## src/rtl/gpio_input_debouncer.sv

```systemverilog
// Conditions raw board inputs for the gpioA read port: a 2-FF synchroniser and a counter debounce filter per bit,
// with registered rise/fall pulses, sticky change flags (software clear) and a combined interrupt.
module gpio_input_debouncer #(
    parameter int               WIDTH           = 8,
    parameter int               DEBOUNCE_CYCLES = 1000000,
    parameter logic [WIDTH-1:0] RESET_VALUE     = '0
) (
    input  logic             io_mainClk,
    input  logic             io_asyncResetn,
    input  logic [WIDTH-1:0] io_pins,
    output logic [WIDTH-1:0] io_read,
    output logic [WIDTH-1:0] io_rise,
    output logic [WIDTH-1:0] io_fall,
    output logic [WIDTH-1:0] io_changed,
    input  logic [WIDTH-1:0] io_clear,
    output logic             io_irq
);

    localparam int                   CNT_WIDTH = $clog2(DEBOUNCE_CYCLES) + 1;
    localparam logic [CNT_WIDTH-1:0] CNT_MAX   = CNT_WIDTH'(DEBOUNCE_CYCLES - 1);
    localparam logic [CNT_WIDTH-1:0] CNT_ONE   = CNT_WIDTH'(1);

    logic [WIDTH-1:0] sync_s1;
    logic [WIDTH-1:0] sync_s;
    logic [WIDTH-1:0] accept;

    always_ff @(posedge io_mainClk or negedge io_asyncResetn) begin
        if (!io_asyncResetn) begin
            sync_s1 <= RESET_VALUE;
            sync_s  <= RESET_VALUE;
        end else begin
            sync_s1 <= io_pins;
            sync_s  <= sync_s1;
        end
    end

    // Acceptance resets the counter on the same edge, so it never climbs past CNT_MAX.
    for (genvar i = 0; i < WIDTH; i++) begin : g_bit
        logic [CNT_WIDTH-1:0] cnt;

        assign accept[i] = (sync_s[i] != io_read[i]) && (cnt == CNT_MAX);

        always_ff @(posedge io_mainClk or negedge io_asyncResetn) begin
            if (!io_asyncResetn) begin
                cnt <= '0;
            end else if ((sync_s[i] == io_read[i]) || accept[i]) begin
                cnt <= '0;
            end else begin
                cnt <= cnt + CNT_ONE;
            end
        end
    end

    // A newly accepted change outranks a clear landing on the same edge.
    always_ff @(posedge io_mainClk or negedge io_asyncResetn) begin
        if (!io_asyncResetn) begin
            io_read    <= RESET_VALUE;
            io_rise    <= '0;
            io_fall    <= '0;
            io_changed <= '0;
        end else begin
            io_read    <= io_read ^ accept;
            io_rise    <= accept & sync_s;
            io_fall    <= accept & ~sync_s;
            io_changed <= (io_changed & ~io_clear) | accept;
        end
    end

    assign io_irq = |io_changed;

endmodule

```

## config.mk

```make
export PLATFORM = sky130hd
export DESIGN_NAME = gpio_input_debouncer
export DESIGN_NICKNAME = d
export VERILOG_FILES = /design/src/rtl/gpio_input_debouncer.sv
export SDC_FILE = /design/constraint.sdc
export NUM_CORES = 1
export LEC_CHECK = 0
export ABC_CLOCK_PERIOD_IN_PS = 2900
export CAP_MARGIN = 10
export CORE_ASPECT_RATIO = 0.75
export CORE_MARGIN = 3
export CORE_UTILIZATION = 35
export CTS_CLUSTER_SIZE = 10
export DETAILED_ROUTE_END_ITERATION = 10
export PLACE_DENSITY = 0.5
export SYNTH_ARGS = -nofsm -noshare
export SYNTH_HDL_FRONTEND = slang
export SYNTH_SLANG_ARGS = --single-unit
```

## constraint.sdc

```tcl
create_clock -name io_mainClk -period 2.9 [get_ports io_mainClk]
set_input_delay 0.435 -clock io_mainClk [delete_from_list [all_inputs] [get_ports io_mainClk]]
set_output_delay 0.435 -clock io_mainClk [all_outputs]
set_load 0.05 [all_outputs]
```

==> qor.yml, run 1 <==
final_timing:
  setup_slack_ns: 0.182
  maxSlewViolCount: 0
  fin_crit_sh_pct: 93.7
  hold-worst-slack_ns: 0.345
  grt_setup_unrepaired: "false"
  finalSetupViolCount: 0
  hold_viol_final: 0
  finalSetupTns_ns: 0
place:
  numPortBuffers: 50
  placed_area_um2: 11000
  dpl.cell_count: 1389
  place_ws_ns: 0.699
  place.gp.congestion: 0.805
final_layout:
  drive_gt1_share_pct: 5.00
  seqCellArea_um2: 5410
  nNetsFinal: 1065
  layout_top_cells: "216 x dfrtp_1, 134 x nor2_1, 61 x xnor2_1"
  fillers: 2671
  antennaDiodeCount: 0
  final_common_cell: "dfrtp_1"
  synthToLayoutAreaGrowth_pct: 16.6
  fin_util_pct: 42.3
  final_cells: 1418
route:
  antenna_left: 0
  drt-wirelength-per-cell_um: 15.3
  drt_iter0_drc: 340
  drc: 0
worst_setup_path:
  crit_fanout: 3
  critPathLaunch: "io_changed[0]"
  required_ns: 2.47
  worst_r2r_startpoint: "g_bit[1].cnt[0]"
  worstPathArrival_ns: 2.28
  cp-end-kind: "output pin"
  crit_path_end: "io_irq"
  worstRegToRegCells: 5
grt:
  grt_first_pass_wirelength_um: 36800
  antenna_found_initial: 0
  grt_overflow: 0
yosys:
  ys_types: 45
  floorplan.nets: 998
  ys_warn_count: 0
  netlist_top_cells_count: "216 x dfrtp_1, 134 x nor2_1, 61 x xnor2_1"
  netlist_area_um2: 9980
  top_area_cell: "dfrtp_1"
  ys_seq_share_pct: 54.1
  top_cell_area_share_pct: 54.1
  edf_count: 0
  synthArstFlopShare_pct: 100
power:
  power_density_nw_per_um2: 512
  leakagePower_nw: 4.64
  finalPower_mw: 5.96
clock_tree:
  clock-sinks: 216
  htree_levels: 1
  cts_buffer_depth: 3
  cts_tree: "done"
  cts_buffers: 25
  postCtsSetupBuffers: 0
  clk_pin_slew_ns: 0.05
  cts_hold_buf: 1
  clock-root-buffer: "clkbuf_16"
  postCtsResizedCells: 0
status:
  status: "complete, no violations"
job:
  max_cap_violations: 0
  tool_warnings: 26
hold_path:
  hold_path_class: "reg -> reg"
floorplan:
  die_x_um: 201
  fp.dieH_um: 152
  core-area_um2: 27500
run 1: logic make-up after synthesis:
group	synth area share, %
buffers and inverters	2.14
AOI/OAI and AO/OA	6.70
muxes	0.902
and+or+nand+nor	25.2
adders and majority gates	1.00
xor gates and xnor gates	9.91
DFF	54.1
run 1: per-layer routing:
metal | track usage [%] | vias up | wire (um)
met5 | 0 | - | 0
met4 | 3.11 | 0 | 400
met3 | 2.41 | 32 | 656
met2 | 19.7 | 87 | 8760
met1 | 23.1 | 3423 | 11900
li1 | - | 3627 | -
run 1: worst min-delay path by stage:
stage              startpoint                    endpoint  depth (start not counted)
5_1_grt            io_pins[1]                  sync_s1[1]                          1
3_3_place_gp       sync_s1[4]                   sync_s[4]                          0
2_1_floorplan  io_asyncResetn  asynchronous set/reset pin                          0
6_report           sync_s1[5]                   sync_s[5]                          0
4_1_cts            io_pins[3]                  sync_s1[3]                          1
3_5_place_dp       sync_s1[4]                   sync_s[4]                          0
run 1: worst max-delay path, stage by stage, from the launching register on:
cell and delay [ns]:
dfrtp_1 0.47, nor4_1 0.40, nand2_1 0.17, clkdlybuf4s50_1 0.73
run 1: final cells by class:
cell class / count / area share (%)
sequential: 216 / 46.4
timing repair buffer: 62 / 5.35
multi-input combinational: 700 / 37.5
inverter: 34 / 1.10
tap: 378 / 4.06
clock buffer: 28 / 5.56
run 1: power breakdown:
| part | internal (mW) | switching (mW) |
|---|---|---|
| combinational | 0.0702 | 0.129 |
| sequential | 3.05 | 0.0401 |
| clock | 1.54 | 1.12 |
| total | 4.67 | 1.29 |
run 1: sequential cells by signal, summed over array words and instances (netlist names), named ones only:
signal / flops
sync_s1: 8
io_rise: 8
g_bit.cnt: 168
io_changed: 8
sync_s: 8
io_fall: 8
==> run_1/flops_by_reg.png <==
The bar under the picture is 50 um long. Other sequential cells in the stronger grey, the rest of the logic in the fainter grey.
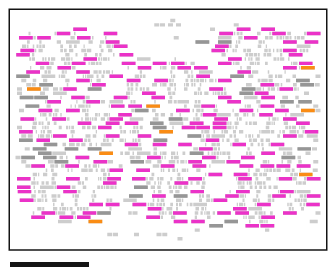
Magenta stands for g_bit.cnt, sequential cells 168, where spread over the die. Orange stands for io_rise, sequential cells 8.
Another 40 sequential cells are not coloured.

==> run_1/wires.png <==
Only two layers are drawn.
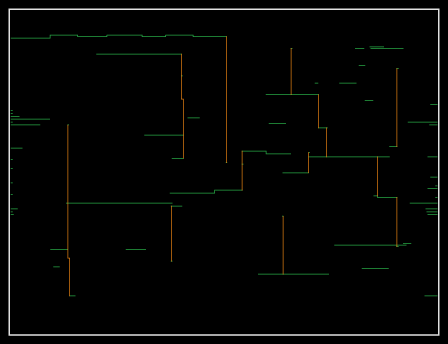
Orange stands for metal 4, wire length 400 um. Green stands for metal 3, wire length 657 um.

==> run_1/logic_types.png <==
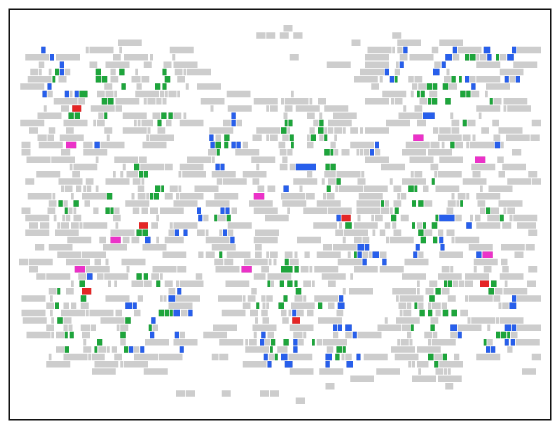
Green stands for nand cells, cells 156, most used nand4_1, where spread over the die. Magenta stands for mux cells, cells 8. Blue stands for aoi and oai cells, cells 104, most used a21oi_1, where spread over the die. Red stands for non-inverting ao/oa cells, cells 6, most used a41o_1.

==> run_1/layer_met4.png <==
The bar under the picture is 50 um long.
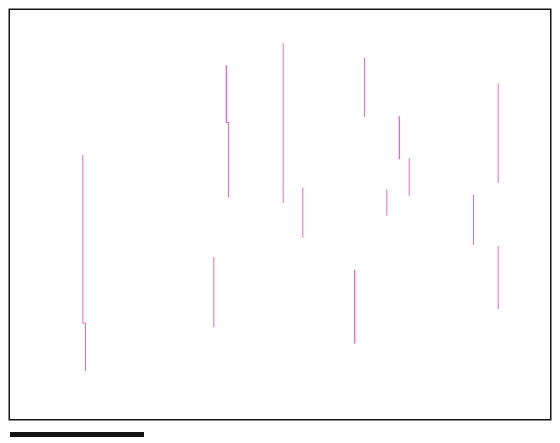
The layer holds 1.8% of the routed length. The longest straight run is 62.6 um. The layer carries 400 um of wire. The wires run mostly vertical. 4 nets have wire on it.

## Run 2: what changed since run 1
Settings changed: HOLD_SLACK_MARGIN from default to 0.02.
==> run_2/flops_by_reg.png <==
The bar under the picture is 50 um long. Other sequential cells in the stronger grey, the rest of the logic in the fainter grey.
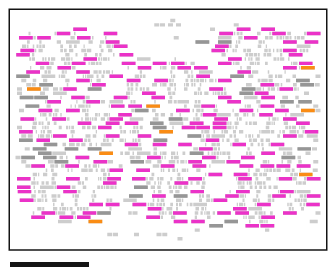
Orange stands for io_rise, sequential cells 8. Magenta stands for g_bit.cnt, sequential cells 168, where spread over the die.
Another 40 sequential cells are not coloured.

==> run_2/layer_met4.png <==
The bar under the picture is 50 um long.
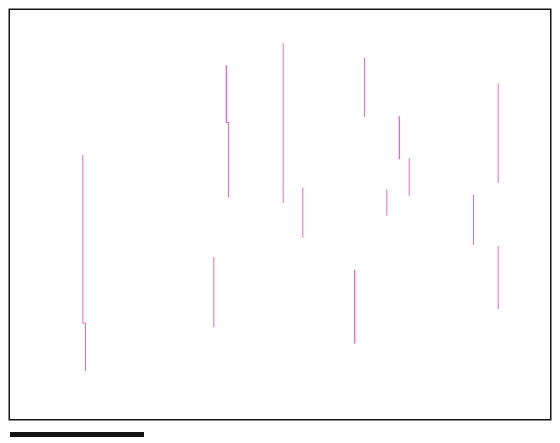
The layer holds 1.8% of the routed length. The wires run mostly vertical. 4 nets have wire on it.

==> run_2/congestion.png <==
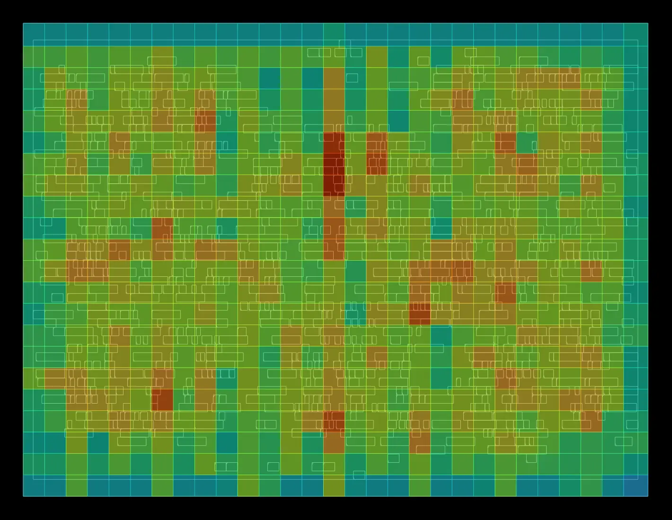
Util after Layout: 42.3%
GR Layer Usage met2: 19.7%
met1 usage: 23.1%
Total GRT Usage: 14.3%
drt wl/cell: 15.3 um

==> run 2 against run 1 <==
  * Worst setup slack stayed put
  * Critical path type unchanged
  * Largest power group unchanged
  * Final cell count stayed put
  * Global-route usage stayed put
  * Via count stayed put
  * Critical endpoint unchanged
  * Highest routed layer unchanged
==> qor.yml, run 2 <==
status:
  status: "complete, no violations"  # unchanged
hold_path:
  hold_path_class: "reg -> reg"  # unchanged
  hold_start: "sync_s1[5]"  # unchanged
  holdPathEnd: "sync_s[5]"  # unchanged
  whs_path_depth: 0  # unchanged
final_timing:
  finalSetupViolCount: 0  # unchanged
  finalSetupTns_ns: 0  # unchanged
  final.min_clock_period_ns: 2.72  # unchanged
  setup_slack_ns: 0.182  # unchanged
  hold-worst-slack_ns: 0.345  # unchanged
  clock.fmax_ghz: 0.368  # unchanged
  finalClockSkew_ns: 0.00677  # unchanged
  maxSlewViolCount: 0  # unchanged
  hold_viol_final: 0  # unchanged
  fin_crit_sh_pct: 93.7  # unchanged
  grt_setup_unrepaired: "false"  # unchanged
  worstMarginPinSlew_ns: 0.722  # unchanged
worst_setup_path:
  cp-end-kind: "output pin"  # unchanged
  crit_fanout: 3  # unchanged
  start_kind: "register"  # unchanged
  worstRegToRegCells: 5  # unchanged
  crit_type: "reg -> out"  # unchanged
  rrSetupSlack_ns: 0.69  # about the same
  worstPathArrival_ns: 2.28  # about the same
  worst_r2r_startpoint: "g_bit[1].cnt[0]"  # unchanged
  required_ns: 2.47  # about the same
place:
  dpl.cell_count: 1389  # unchanged
  place_ws_ns: 0.699  # unchanged
  place.gp.congestion: 0.805  # unchanged
  placed_area_um2: 11000  # unchanged
  numPortBuffers: 50  # unchanged
clock_tree:
  postCtsSetupBuffers: 0  # unchanged
  cts_tree: "done"  # unchanged
  insertion_delay_ns: 0.51  # about the same
  clock-sinks: 216  # unchanged
  clk_pin_slew_ns: 0.05  # about the same
  cts_buffers: 25  # unchanged
  clock-root-buffer: "clkbuf_16"  # unchanged
  cts_hold_buf: 1  # unchanged
  postCtsResizedCells: 0  # unchanged
  htree_levels: 1  # unchanged
  cts_buffer_depth: 3  # unchanged
yosys:
  edf_count: 0  # unchanged
  postSynthAreaPerCell_um2: 10.3  # unchanged
  synthCells: 972  # unchanged
  ys_seq_elements: 216  # unchanged
  yosys-top-cells-area: "dfrtp_1 54%, xnor2_1 5.4%, nor2_1 5.0%"  # unchanged
  top_cell_area_share_pct: 54.1  # unchanged
  synthArstFlopShare_pct: 100  # unchanged
  synth_top_cell_by_count: "dfrtp_1"  # unchanged
  floorplan.nets: 998  # unchanged
  netlist_area_um2: 9980  # unchanged
  flop_cell: "dfrtp_1"  # unchanged
  top_area_cell: "dfrtp_1"  # unchanged
  yosysCellCount: 972  # unchanged
  ys_seq_share_pct: 54.1  # unchanged
  netlist_top_cells_count: "216 x dfrtp_1, 134 x nor2_1, 61 x xnor2_1"  # unchanged
  ys_warn_count: 0  # unchanged
  ys_types: 45  # unchanged
power:
  finalPower_mw: 5.96  # unchanged
  power_density_nw_per_um2: 512  # unchanged
  leakagePower_nw: 4.64  # unchanged
floorplan:
  ios: 51  # unchanged
  die_x_um: 201  # unchanged
  initCoreUtil_pct: 36.3  # unchanged
  fp.dieH_um: 152  # unchanged
  core-area_um2: 27500  # unchanged
grt:
  grt_first_pass_wirelength_um: 36800  # unchanged
  antenna_found_initial: 0  # unchanged
  grt_pass1_vias: 6826  # unchanged
  grt_overflow: 0  # unchanged
final_layout:
  top_register: "g_bit.cnt"  # unchanged
  largest_register_ffs: 168  # unchanged
  layout_top_cells: "216 x dfrtp_1, 134 x nor2_1, 61 x xnor2_1"  # unchanged
  fin_area_um2: 11600  # unchanged
  nNetsFinal: 1065  # unchanged
  fillers: 2671  # unchanged
  synthToLayoutAreaGrowth_pct: 16.6  # unchanged
  final_common_cell: "dfrtp_1"  # unchanged
  antennaDiodeCount: 0  # unchanged
  seqCellArea_um2: 5410  # unchanged
  mi_logic_area_um2: 4370  # unchanged
  final_cells: 1418  # unchanged
  drive_gt1_share_pct: 5.00  # unchanged
job:
  max_cap_violations: 0  # unchanged
  tool_warnings: 26  # unchanged
route:
  drc: 0  # unchanged
  drt_iter0_drc: 340  # unchanged
  antenna_left: 0  # unchanged
  wl_um: 21700  # unchanged
  viasPerCell: 5.06  # unchanged
  vias: 7169  # unchanged
-- run 2: worst max path at each step --
stage | endpoint | depth (start not counted) | start | slack [ns]
6_report | io_irq | 3 | io_changed[0] | 0.18
2_1_floorplan | register | 5 | g_bit[1].cnt[0] | 0.90
4_1_cts | io_irq | 3 | io_changed[0] | 0.15
5_1_grt | io_irq | 3 | io_changed[0] | 0.12
3_5_place_dp | io_irq | 3 | io_changed[0] | 0.70
3_3_place_gp | io_irq | 3 | io_changed[0] | 0.70
-- run 2: worst max-delay path, cell delays in order, from the launching register on --
cell,delay [ns]
dfrtp_1,0.47
nor4_1,0.40
nand2_1,0.17
clkdlybuf4s50_1,0.73
-- run 2: where the power goes --
group	internal (mW)	switching [mW]
logic	0.0702	0.129
registers	3.05	0.0401
clock network	1.54	1.12
-- run 2: layout make-up --
| cell class | count | area share (%) |
|---|---|---|
| sequential | 216 | 46.4 |
| multi-input combinational | 700 | 37.5 |
| clock buffer | 28 | 5.56 |
| timing repair buffer | 62 | 5.35 |
| tap | 378 | 4.06 |
| inverter | 34 | 1.10 |
-- run 2: routing by layer --
metal  routed length (um)  global-route usage [%]  up-vias
li1                     -                       -     3627
met2                 8760                    19.7       87
met5                    0                       0        -
met1                11900                    23.1     3423
met4                  400                    3.11        0
met3                  656                    2.41       32
-- run 2: logic make-up (layout without fill, tap and decap cells) --
group                    Yosys count  in the layout  share of synthesized area, %
XOR/XNOR                         113            113                          9.91
multiplexers                       8              8                         0.902
adder cells (fa/ha/maj)            8              8                          1.00
flip-flops                       216            216                          54.1
buffers and inverters             56            124                          2.14
AND/OR/NAND/NOR                  461            461                          25.2
AND-OR/OR-AND                    110            110                          6.70
Power figures rest on the tool's default switching activity, not on a simulated workload.
